<file path="config.mk">
export PLATFORM = sky130hd
export DESIGN_NAME = mult32x32_arbiter
export DESIGN_NICKNAME = d
export VERILOG_FILES = /design/src/rtl/mult32x32_arbiter.sv
export SDC_FILE = /design/constraint.sdc
export NUM_CORES = 1
export LEC_CHECK = 0
export CAP_MARGIN = 5
export CORE_AREA = 2 2 128 130
export CTS_BUF_LIST = sky130_fd_sc_hd__clkbuf_8 sky130_fd_sc_hd__clkbuf_16
export CTS_CLUSTER_DIAMETER = 100
export DETAILED_ROUTE_END_ITERATION = 7
export DIE_AREA = 0 0 130 132
export PLACE_DENSITY = 0.83
export SLEW_MARGIN = 20
export SYNTH_ARGS = -nofsm -noshare
export SYNTH_HDL_FRONTEND = slang
export SYNTH_SLANG_ARGS = --single-unit
</file>
<file path="constraint.sdc">
create_clock -name clk -period 2.2 [get_ports clk]
set_input_delay 0.44 -clock clk [delete_from_list [all_inputs] [get_ports clk]]
set_output_delay 0.44 -clock clk [all_outputs]
set_load 0.02 [all_outputs]
</file>
<file path="src/rtl/mult32x32_arbiter.sv">
// mult32x32_arbiter
// Shares one mult32x32_fast multiplier between NUM_REQ requesters (2..4).
// Requests are granted one at a time in round-robin order. The winner's
// operands are latched onto mul_a/mul_b. The multiplier is then started, and
// the 64-bit product is returned to the requester that issued it.
//
// Ports:
//   clk, reset_n          clock, asynchronous active-low reset
//   req_valid/req_a/req_b per-requester request and operands (slice i = requester i)
//   req_ready             one-hot grant pulse
//   rsp_valid             one-hot response pulse, product on rsp_product
//   rsp_product           last product, held until the next response
//   arb_busy              high whenever the FSM is not in IDLE
//   mul_start/mul_a/mul_b multiplier start pulse and operands
//   mul_busy/mul_product  multiplier status and product
//
// Optional feature: define MULT_ARB_ZERO_BYPASS_EN to answer requests that
// have a zero operand directly. These requests produce a product of 0 and
// skip the multiplier.
module mult32x32_arbiter #(
    parameter int NUM_REQ = 2
) (
    input  logic                  clk,
    input  logic                  reset_n,
    input  logic [NUM_REQ-1:0]    req_valid,
    input  logic [32*NUM_REQ-1:0] req_a,
    input  logic [32*NUM_REQ-1:0] req_b,
    output logic [NUM_REQ-1:0]    req_ready,
    output logic [NUM_REQ-1:0]    rsp_valid,
    output logic [63:0]           rsp_product,
    output logic                  arb_busy,
    output logic                  mul_start,
    output logic [31:0]           mul_a,
    output logic [31:0]           mul_b,
    input  logic                  mul_busy,
    input  logic [63:0]           mul_product
);

    localparam int PW = $clog2(NUM_REQ);

    typedef enum logic [1:0] {IDLE, START, WAIT, DONE} state_t;

    state_t          state, state_nx;
    logic [PW-1:0]   last_grant;
    logic [PW-1:0]   id;
    logic [PW-1:0]   winner;
    logic [PW-1:0]   cand;
    logic            found;
    logic            grant;
    logic            bypass;
    logic [31:0]     win_a;
    logic [31:0]     win_b;

    // Round-robin search upward from last_grant+1, wrapping modulo NUM_REQ.
    always_comb begin
        winner = '0;
        found  = 1'b0;
        cand   = '0;
        for (int unsigned k = 1; k <= NUM_REQ; k++) begin
            cand = PW'((32'(last_grant) + k) % NUM_REQ);
            if (!found && req_valid[cand]) begin
                found  = 1'b1;
                winner = cand;
            end
        end
    end

    assign win_a = req_a[32*int'(winner) +: 32];
    assign win_b = req_b[32*int'(winner) +: 32];

    // The reset_n term keeps req_ready low while reset is asserted, so that
    // every output reads 0 during reset even if requests are already pending.
    assign grant = reset_n && (state == IDLE) && found && !mul_busy;

`ifdef MULT_ARB_ZERO_BYPASS_EN
    assign bypass = grant && ((win_a == '0) || (win_b == '0));
`else
    assign bypass = 1'b0;
`endif

    always_comb begin
        state_nx  = state;
        req_ready = '0;
        rsp_valid = '0;
        mul_start = 1'b0;
        arb_busy  = (state != IDLE);
        case (state)
            IDLE: begin
                if (grant) begin
                    req_ready = NUM_REQ'(1) << winner;
                    state_nx  = bypass ? DONE : START;
                end
            end
            START: begin
                mul_start = 1'b1;
                state_nx  = WAIT;
            end
            WAIT: begin
                if (!mul_busy) state_nx = DONE;
            end
            DONE: begin
                rsp_valid = NUM_REQ'(1) << id;
                state_nx  = IDLE;
            end
            default: state_nx = IDLE;
        endcase
    end

    always_ff @(posedge clk or negedge reset_n) begin
        if (!reset_n) begin
            state       <= IDLE;
            last_grant  <= PW'(NUM_REQ - 1);
            id          <= '0;
            mul_a       <= '0;
            mul_b       <= '0;
            rsp_product <= '0;
        end else begin
            state <= state_nx;
            if (grant) begin
                last_grant <= winner;
                id         <= winner;
                mul_a      <= win_a;
                mul_b      <= win_b;
            end
            if (bypass) begin
                rsp_product <= '0;
            end else if (state == WAIT && !mul_busy) begin
                rsp_product <= mul_product;
            end
        end
    end

endmodule

</file>
==> results.sh, run 1 <==
# implementation run metrics
export IMPL_first_global_vias=5140
export IMPL_syn_mean_instance_area_um2=14.3
export IMPL_post_cts_resized_instances=10
export IMPL_warnings=29
export IMPL_arrival_ps=1670
export IMPL_clock_power_mw=2.94
export IMPL_yosys_instances=385
export IMPL_biggestRegsByFlops="rsp_product x64, mul_a x32, mul_b x32"
export IMPL_antenna_diode_count=0
export IMPL_worst_slack_ps=94.4
export IMPL_design_power_total_mw=14.0
export IMPL_setup_tns_ps=0
export IMPL_h_tree_depth=4
export IMPL_layout_buffer_nonclock_area_share_pct=35.6
export IMPL_minimum_period_implied_by_the_final_worst_setup_slack_ps=2110
export IMPL_ys_sh_mux_pct=13.3
export IMPL_post_synth_top_area_fraction_pct=59.4
export IMPL_dr_total_vias=4730
export IMPL_setup_viol_count_final=0
export IMPL_synthArstFlopShare_pct=100
export IMPL_final_max_slew_viol_count=0
export IMPL_syn_nets=586
export IMPL_sequentialPower_mw=4.30
export IMPL_r2r_start="state[1]"
export IMPL_layout_cells_non_filler=942
export IMPL_synth_seq_cells=132
export IMPL_final_net_count=914
export IMPL_avgRoutedWirePerCell_um=19.2
export IMPL_first_pass_grt_wire_length_mm=27.6
export IMPL_yosysSeqAreaShare_pct=59.9
export IMPL_design_core_area_um2=15700
export IMPL_tap_cells=216
export IMPL_grt_busiest_layer="met2"
export IMPL_outcome="finished clean"
export IMPL_startpoint="state[0]"
export IMPL_synthFlopType="sky130_fd_sc_hd__dfrtp_1"
export IMPL_adder_share_pct=0.907
export IMPL_netlist_area_um2=5520
export IMPL_hold_fails_final_rpt=0
export IMPL_placed_cell_area_um2=9060
export IMPL_r2r_end="mul_b[29]"
export IMPL_worstPathMaxFanout=3
export IMPL_hold_class="in2async"
export IMPL_ant_nets=0
export IMPL_power_leakage_nw=4.01
export IMPL_design_seq_count=132
export IMPL_ys_area_um2=5520
export IMPL_tritoncts_num_buffers=17
export IMPL_sh_seq_area_pct=34.1
export IMPL_tritoncts="done"
export IMPL_finish_instance_area_um2=9690
export IMPL_seq_power_share_pct=30.7
export IMPL_max_ffs_per_register=64
export IMPL_worstSkewPairLatency_ps=410
export IMPL_placement_io_buffers=330
export IMPL_drt_first_pass_iters=4
export IMPL_ioPinCount=331
export IMPL_power_leader="combinational logic"
export IMPL_drt_first_iter_violations=179
export IMPL_logic_family="AND-OR/OR-AND gates"
export IMPL_grt_antenna_before_repair=0
export IMPL_ctsRootBufferMaster="sky130_fd_sc_hd__clkbuf_16"
export IMPL_synth_area_in_compound_gates_pct=21.1
export IMPL_clock_sinks=132
export IMPL_clk_pin_slew_worst_paths_ps=50
export IMPL_drc=0
export IMPL_buffers=345
export IMPL_comb_share_pct=20.9
export IMPL_detail_route_met2_wl_mm=9.11
export IMPL_place_inst=909
export IMPL_total_switching_power_mw=4.77
export IMPL_synth_largest_area_cell="sky130_fd_sc_hd__dfrtp_1"
export IMPL_power_clock_fraction_pct=21.0
export IMPL_floorplan_die_area_um2=17200
export IMPL_global_route_usage_met3_pct=7.06
export IMPL_drive_gt1_share_pct=16.5
export IMPL_fin_hold_ws_ps=158
export IMPL_place_ws_ps=-190
export IMPL_cellPowerDensity_nw_per_um2=1450
export IMPL_row_count=46
export IMPL_die_y_um=132
export IMPL_cp_buffers_inverters=2
export IMPL_rsz0062_at_grt="no"
export IMPL_worstSetupEndpointType="primary output"
export IMPL_final_comb_area_um2=2030
export IMPL_crit_cells=3
export IMPL_timing_worst_setup_path_type="reg2out"
export IMPL_pwr_group_combinational_mw=6.78
export IMPL_layout_cells_most_common_list="sky130_fd_sc_hd__clkdlybuf4s50_1, sky130_fd_sc_hd__dfrtp_1, sky130_fd_sc_hd__mux2_2"
export IMPL_cts_max_path_buffers=2
export IMPL_worstSetupEndpoint="mul_start"
export IMPL_globalRouteMet1Util_pct=23.7
export IMPL_grt_overflow_total=0
export IMPL_max_cap_violations=0
export IMPL_area_share_clock_buf_inv_pct=6.50
export IMPL_route_final_wire_length_mm=18.1
export IMPL_enable_flop_cells=0
export IMPL_worst_reg2reg_setup_slack_ps=150
export IMPL_wl_met1_mm=7.05
export IMPL_critical_path_startpoint_type="register"
export IMPL_common_cells="sky130_fd_sc_hd__dfrtp_1, sky130_fd_sc_hd__mux2_2, sky130_fd_sc_hd__a221o_1, sky130_fd_sc_hd__o21a_1, sky130_fd_sc_hd__buf_2"
export IMPL_met2_usage_pct=36.2
export IMPL_layout_top_cell_excl_fill_tap="sky130_fd_sc_hd__clkdlybuf4s50_1"
export IMPL_synth_cellmix_xorXnorShare_pct=0
export IMPL_timing_worst_slew_pin_value_ps=751
export IMPL_largest_net_degree_at_the_start_of_global_routing=83
export IMPL_switching_share_pct=34.0
export IMPL_share_comb_of_total_power_pct=48.4
export IMPL_met3_length_mm=1.44
export IMPL_most_used_standard_cell_by_instance_count_after_synthesis="sky130_fd_sc_hd__dfrtp_1"
export IMPL_internal_power_mw=9.25
export IMPL_die_width_um=130
export IMPL_simple_gate_share_pct=1.22
export IMPL_timing_critical_path_max_delay_family="buffers and inverters"
export IMPL_hold_buffers=0
export IMPL_fillers=1220
export IMPL_area_occupied_by_registers_um2=3300
export IMPL_uppermost_layer_routed="met4"
export IMPL_yosys_cell_types_count=22
export IMPL_crit_chain="buf_4 -> ha_1 -> clkdlybuf4s50_1"
export IMPL_slowest_stage="sky130_fd_sc_hd__clkdlybuf4s50_1"
export IMPL_fin_skew_ps=6.06
export IMPL_required_time_of_the_critical_path_ps=1760
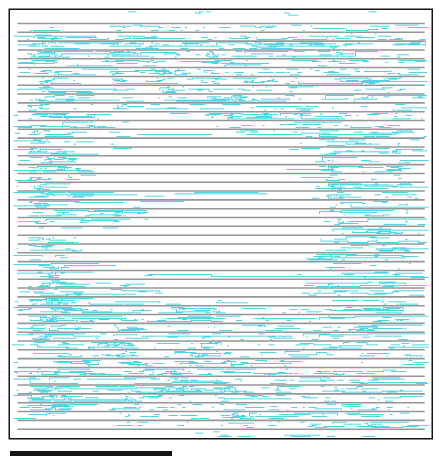
(run_1/layer_met1.png)
The bar under the picture is 50 um long. Supply wires on this layer in gray.
longest straight run: 65.5 um
share of all routed wire: 39%

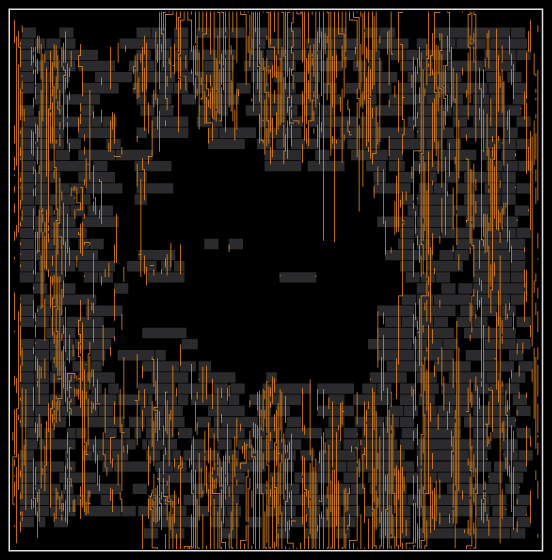
(run_1/layer_met2.png)
wire length on this layer: 9110 um
nets with wire on the layer: 833

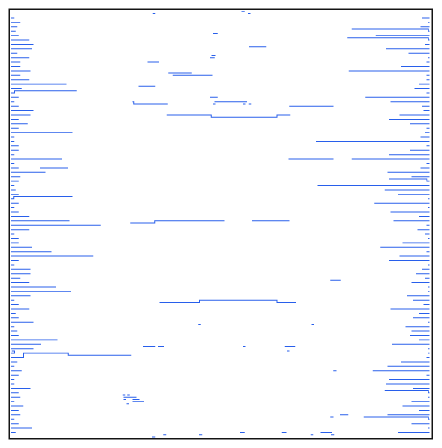
(run_1/layer_met3.png)
main direction: horizontal
wire length on this layer: 1440 um
share of all routed wire: 8.0%
longest straight run: 34.7 um
nets with wire on the layer: 214

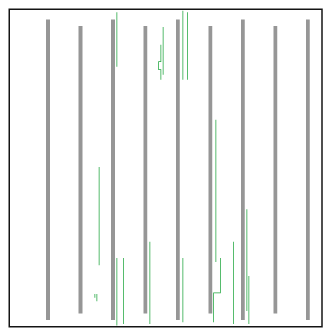
(run_1/layer_met4.png)
Supply wires on this layer in gray.
wire length on this layer: 460 um
share of all routed wire: 2.5%
longest straight run: 59.2 um
main direction: vertical
nets with wire on the layer: 17

==> run_1/congestion.png <==
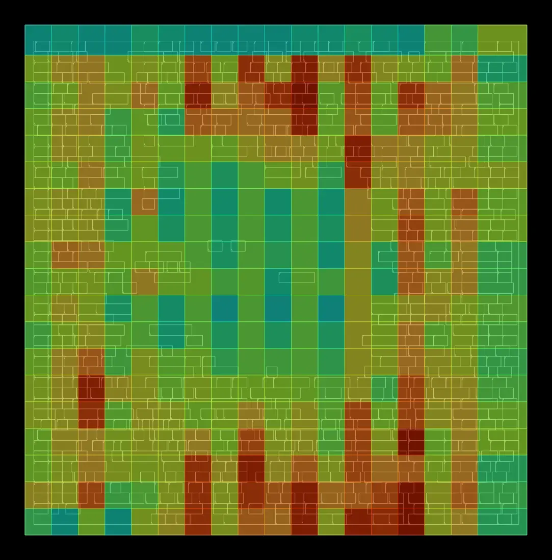

--- run 2 (diff from run 1) ---
Settings changed: CELL_PAD_IN_SITES_DETAIL_PLACEMENT set to 0, CELL_PAD_IN_SITES_GLOBAL_PLACEMENT set to 1, CORE_AREA 2 2 128 130 to not set, CORE_MARGIN set to 2, CORE_UTILIZATION set to 28, DIE_AREA 0 0 130 132 to not set, PLACE_DENSITY 0.83 to 0.87.
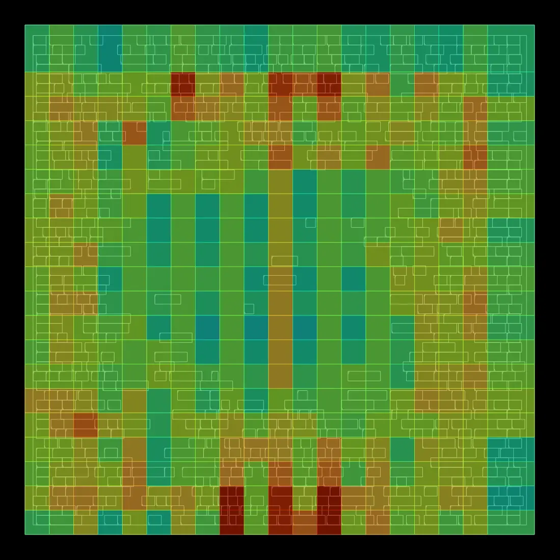
(run_2/congestion.png)
global routing usage summed across all routing layers: 16.4%
Final Util: 50.7%
gr busiest metal: met2
met3 usage: 7.38%

==> run 2 against run 1 <==
Combinational power about the same. Non-clock buffer count rose by 5. Highest routed layer unchanged. Sequential power fell by 1%. Clock power about the same. Synthesized cell count stayed put. Count of clock-buffer cells in the layout is 3 lower. Critical endpoint is now rsp_valid[1]. Worst hold slack worse by 120 ps. Critical path depth unchanged. Wire length down 1.5%. Area after synthesis unchanged.
==> results.sh, run 2 <==
# implementation run metrics
export IMPL_seq_power_share_pct=30.4
export IMPL_synth_cellmix_xorXnorShare_pct=0
export IMPL_adder_share_pct=0.907
export IMPL_yosysSeqAreaShare_pct=59.9
export IMPL_worstPathMaxFanout=3
export IMPL_buffers=350
export IMPL_fin_hold_ws_ps=41.3
export IMPL_drt_first_pass_iters=6
export IMPL_worstSetupEndpointType="primary output"
export IMPL_fin_skew_ps=10.8
export IMPL_comb_share_pct=20.6
export IMPL_max_ffs_per_register=64
export IMPL_hold_fails_final_rpt=0
export IMPL_sh_seq_area_pct=33.6
export IMPL_synthArstFlopShare_pct=100
export IMPL_cts_max_path_buffers=2
export IMPL_required_time_of_the_critical_path_ps=1760
export IMPL_sequentialPower_mw=4.25
export IMPL_enable_flop_cells=0
export IMPL_setup_viol_count_final=0
export IMPL_drt_first_iter_violations=109
export IMPL_layout_cells_non_filler=996
export IMPL_internal_power_mw=9.25
export IMPL_route_final_wire_length_mm=17.8
export IMPL_first_global_vias=4898
export IMPL_worst_slack_ps=83.9
export IMPL_post_synth_top_area_fraction_pct=59.4
export IMPL_timing_critical_path_max_delay_family="buffers and inverters"
export IMPL_biggestRegsByFlops="rsp_product x64, mul_a x32, mul_b x32"
export IMPL_design_core_area_um2=19400
export IMPL_avgRoutedWirePerCell_um=17.9
export IMPL_finish_instance_area_um2=9840
export IMPL_most_used_standard_cell_by_instance_count_after_synthesis="sky130_fd_sc_hd__dfrtp_1"
export IMPL_critical_path_startpoint_type="register"
export IMPL_clk_pin_slew_worst_paths_ps=60
export IMPL_floorplan_die_area_um2=20900
export IMPL_clock_power_mw=2.95
export IMPL_area_occupied_by_registers_um2=3300
export IMPL_ant_nets=0
export IMPL_cp_buffers_inverters=1
export IMPL_pwr_group_combinational_mw=6.78
export IMPL_placement_io_buffers=330
export IMPL_antenna_diode_count=0
export IMPL_setup_tns_ps=0
export IMPL_syn_nets=586
export IMPL_grt_overflow_total=0
export IMPL_worstSkewPairLatency_ps=400
export IMPL_r2r_start="state[0]"
export IMPL_startpoint="state[0]"
export IMPL_synth_largest_area_cell="sky130_fd_sc_hd__dfrtp_1"
export IMPL_switching_share_pct=33.9
export IMPL_layout_top_cell_excl_fill_tap="sky130_fd_sc_hd__clkdlybuf4s50_1"
export IMPL_outcome="finished clean"
export IMPL_logic_family="AND-OR/OR-AND gates"
export IMPL_r2r_end="mul_a[4]"
export IMPL_fillers=1714
export IMPL_hold_class="in2async"
export IMPL_clock_sinks=132
export IMPL_synth_seq_cells=132
export IMPL_final_net_count=919
export IMPL_final_max_slew_viol_count=0
export IMPL_synth_area_in_compound_gates_pct=21.1
export IMPL_synthFlopType="sky130_fd_sc_hd__dfrtp_1"
export IMPL_h_tree_depth=4
export IMPL_row_count=51
export IMPL_crit_chain="ha_1 -> and2_1 -> clkdlybuf4s50_1"
export IMPL_dr_total_vias=4738
export IMPL_syn_mean_instance_area_um2=14.3
export IMPL_design_seq_count=132
export IMPL_tap_cells=265
export IMPL_tritoncts="done"
export IMPL_drive_gt1_share_pct=17.0
export IMPL_placed_cell_area_um2=9220
export IMPL_die_width_um=144
export IMPL_power_clock_fraction_pct=21.1
export IMPL_ys_sh_mux_pct=13.3
export IMPL_tritoncts_num_buffers=17
export IMPL_grt_antenna_before_repair=0
export IMPL_detail_route_met2_wl_mm=8.89
export IMPL_share_comb_of_total_power_pct=48.5
export IMPL_ctsRootBufferMaster="sky130_fd_sc_hd__clkbuf_16"
export IMPL_timing_worst_slew_pin_value_ps=761
export IMPL_warnings=29
export IMPL_timing_worst_setup_path_type="reg2out"
export IMPL_common_cells="sky130_fd_sc_hd__dfrtp_1, sky130_fd_sc_hd__mux2_2, sky130_fd_sc_hd__a221o_1, sky130_fd_sc_hd__o21a_1, sky130_fd_sc_hd__buf_2"
export IMPL_uppermost_layer_routed="met4"
export IMPL_yosys_instances=385
export IMPL_post_cts_resized_instances=7
export IMPL_ys_area_um2=5520
export IMPL_final_comb_area_um2=2030
export IMPL_drc=0
export IMPL_place_inst=962
export IMPL_worstSetupEndpoint="rsp_valid[1]"
export IMPL_layout_buffer_nonclock_area_share_pct=36.0
export IMPL_rsz0062_at_grt="no"
export IMPL_slowest_stage="sky130_fd_sc_hd__clkdlybuf4s50_1"
export IMPL_die_y_um=144
export IMPL_first_pass_grt_wire_length_mm=26.3
export IMPL_yosys_cell_types_count=22
export IMPL_power_leader="combinational logic"
export IMPL_minimum_period_implied_by_the_final_worst_setup_slack_ps=2120
export IMPL_layout_cells_most_common_list="sky130_fd_sc_hd__clkdlybuf4s50_1, sky130_fd_sc_hd__dfrtp_1, sky130_fd_sc_hd__mux2_2"
export IMPL_crit_cells=3
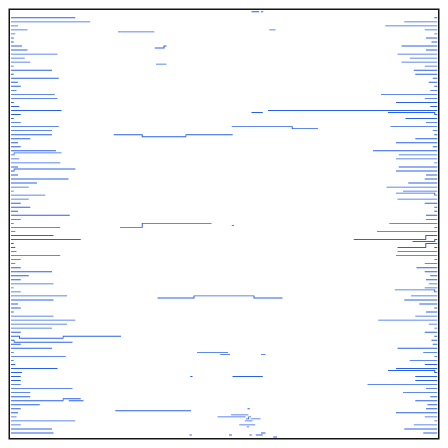
(run_2/layer_met3.png)
share of all routed wire: 11%
wire length on this layer: 1980 um
nets with wire on the layer: 228
main direction: horizontal

No activity file was given, so power comes from the tool's default toggle rates.
